Placed cells, one colour a class:
Scale bar: 50 um. Fill, decap, tap and diode cells in grey.
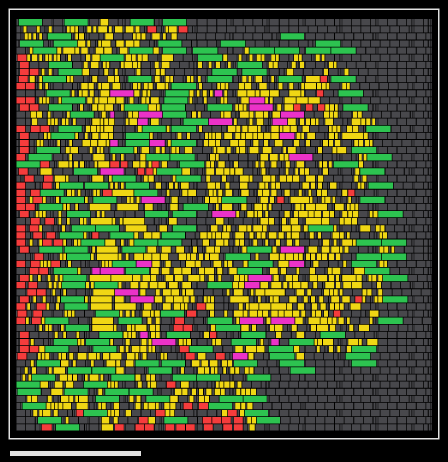
Signal wires on met4:
Scale bar: 50 um.
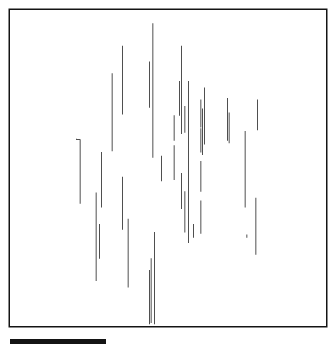
Gate-type map:
Scale bar: 50 um.
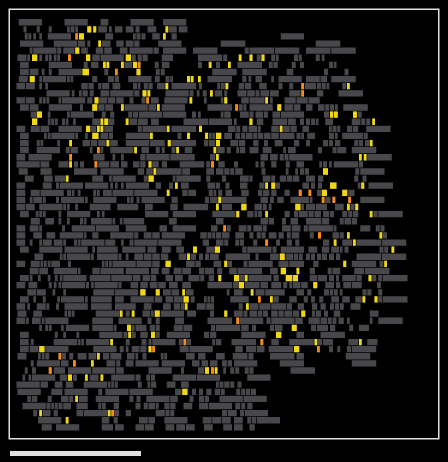
Placement view:
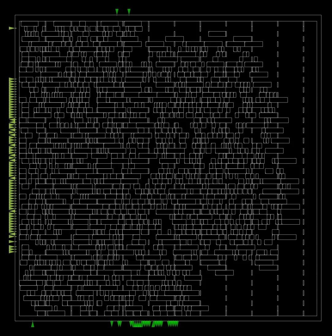
Routed metal, one colour a layer:
Scale bar: 50 um.
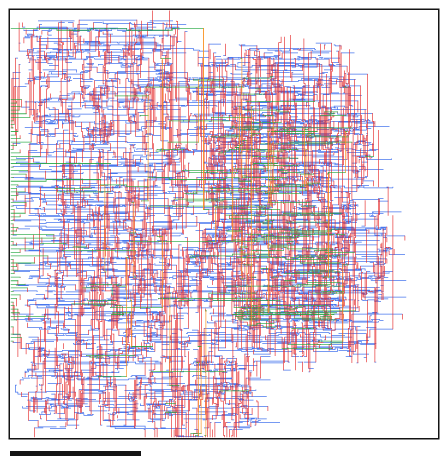
==> config.mk <==
export PLATFORM = sky130hd
export DESIGN_NAME = prbs_gen_chk_param
export DESIGN_NICKNAME = d
export VERILOG_FILES = /design/src/rtl/prbs_gen_chk_param.sv
export SDC_FILE = /design/constraint.sdc
export NUM_CORES = 1
export LEC_CHECK = 0
export CAP_MARGIN = 10
export CELL_PAD_IN_SITES_DETAIL_PLACEMENT = 0
export CELL_PAD_IN_SITES_GLOBAL_PLACEMENT = 1
export CORE_MARGIN = 2
export CORE_UTILIZATION = 45
export DETAILED_ROUTE_END_ITERATION = 12
export PLACE_DENSITY = 0.88
export SYNTH_ARGS = -nofsm -noshare
export SYNTH_HDL_FRONTEND = slang
export SYNTH_SLANG_ARGS = --single-unit
==> constraint.sdc <==
create_clock -name clk -period 11.15 [get_ports clk]
set_input_delay 2.7875 -clock clk [delete_from_list [all_inputs] [get_ports clk]]
set_output_delay 2.7875 -clock clk [all_outputs]
set_load 0.005 [all_outputs]
==> flow_metrics.tcl <==
# metrics dict for downstream scripts
set metrics [dict create \
    crit_chain "clkdlybuf4s50_1 -> mux2i_1 -> xnor2_1 -> nor4_1 -> nand3_1 -> or4_1 -> a21oi_1 -> and2_1 -> buf_4 -> mux2_2" \
    maxPowerGroup "combinational cells" \
    leakage_uw 0.00540 \
    drt-initial-drc-count 1140 \
    use_met2_pct 38.8 \
    reg2regPathDepth 14 \
    grtUsageMet1_pct 36.9 \
    clkTransAtPathRegs_ns 0.07 \
    fin_setup_tns_ns 0 \
    h-tree-depth 4 \
    clkPwrFrac_pct 13.7 \
    numCtsBuffers 17 \
    compound_area_share_pct 20.2 \
    crit_type "input port to flop" \
    die_h_um 164 \
    cp_num_cells 10 \
    worstMarginPinSlew_ns 0.976 \
    switching_power_uw 2240 \
    final_cell_mix "230 x nand2_1, 129 x a21oi_1, 113 x dfrtp_1, 100 x nor2_1, 96 x clkdlybuf4s50_1" \
    syn_inst 1337 \
    holdWs_ns 0.496 \
    yosys.stat.seqShare_pct 38.8 \
    syn_to_final_growth_pct 15.3 \
    finClkSkew_ns 0.0172 \
    pg_comb_uw 2640 \
    m1WireLength_um 15400 \
    dr_wl_met3_um 2590 \
    status "finished, final reports clean" \
    grt_antenna_before_repair 0 \
    rsz0062_at_grt "false" \
    ctsHoldBuffers 0 \
    simple_gate_share_pct 20.9 \
    largest_reg_flops 32 \
    cts_setup_buffers 0 \
    logic_family "simple AND/OR/NAND/NOR gates" \
    synth_adder_area_share_pct 1.96 \
    min_period_ns 6.34 \
    p_seq_uw 1270 \
    synth_cell_type_count 79 \
    muxShareOfSynthArea_pct 7.32 \
    hp-class "flop to flop" \
    synth.top_cell.area_share_pct 24.6 \
    cp.buffers_inverters 2 \
    drive_above_1_share_pct 11.8 \
    report.final.slew_viol_count 0 \
    ff_type "dfrtp_1" \
    topCellsByArea "dfrtp_1 25%, dfstp_2 14%, nand2_1 7.5%" \
    top_usage_layer "met2" \
    syn_avg_cell_area_um2 8.60 \
    io_buffers 97 \
    max_stage_delay_ns 0.84 \
    fp_nets 1422 \
    crit_slowest_cell "clkdlybuf4s50_1" \
    post-route-period-util_pct 56.9 \
    dieArea_um2 26800 \
    cp-end-kind "flop" \
    warning_count 34 \
    edf_count 0 \
    p_sw_share_pct 49.4 \
    overflow 0 \
    grt_pass1_wl_um 54200 \
    die_x_um 164 \
    internal_power_uw 2290 \
    met2_length_um 14900 \
    finalHoldViolCount 0 \
    min_path_cells 2 \
    seqPwrFrac_pct 28.0 \
    reg2reg_slack_ns 5.97 \
    clockBufferDepth 2 \
    required_ns 11.53 \
    synth_area_um2 11500 \
    clock.latency.late_pin_ns 0.46 \
    grt_start_max_net_pins 93 \
    io_pins 98 \
    arrival_ns 6.72 \
    cap_violations 0 \
    top_layer "met4" \
    path_max_fanout 39 \
    clk-power_uw 621 \
    ys.warnings.count 0 \
]
Back to the opening pictures, 'placed cells, one colour a class':
class	colour	cells	share of their area
flops	green	175	35%
other buffers and delay cells	red	113	8.5%
clock drivers and dummy loads	magenta	32	4.8%
all other logic	yellow	1076	52%
sequential cell area share: 33.6%
Final Util: 52.8%
core area: 25100 um^2
num rows: 58
final instance area: 13300 um^2

Back to the opening pictures, 'signal wires on met4':
wire length on this layer	953 um
longest straight run	83.6 um
nets with wire on the layer	30
main direction	vertical
share of all routed wire	2.8%
Post-Route WL: 33900 um
vias: 10400

Back to the opening pictures, 'gate-type map':
family	colour	cells	most used
NOR gates	yellow	155	nor2_1
inverters	orange	31	inv_1
multi-input gate share of the layout cell area: 49.5%
post-route insts no fill: 1726
most numerous logic cell after layout: nand2_1

Back to the opening pictures, 'placement view':
Layout fillers: 2361
Flops: 175

Back to the opening pictures, 'routed metal, one colour a layer':
layer	colour	wire length
met2	red	14900 um
met3	green	2590 um
met4	orange	953 um
met1	blue	15400 um
DR WL/cell: 19.6 um
GRT Util Overall: 25.7%

[final cells by class]
type / instances / area, um^2 / area share (%)
Sequential cell: 175 / 4460 / 33.6
Clock buffer: 17 / 425 / 3.21
Clock inverter: 15 / 190 / 1.44
Timing Repair Buffer: 113 / 1090 / 8.24
Multi-Input combinational cell: 1045 / 6560 / 49.5
Inverter: 31 / 116 / 0.878
Tap cell: 330 / 413 / 3.12
[through the flow]
| stage | setup slack (ns) | area [um^2] |
|---|---|---|
| global placement | 4.54 | 12600 |
| CTS | 4.84 | 13300 |
| floorplan | 5.60 | 11500 |
| finish | 4.81 | 13300 |
| detailed placement | 4.37 | 12600 |
| global route | 4.55 | 13300 |
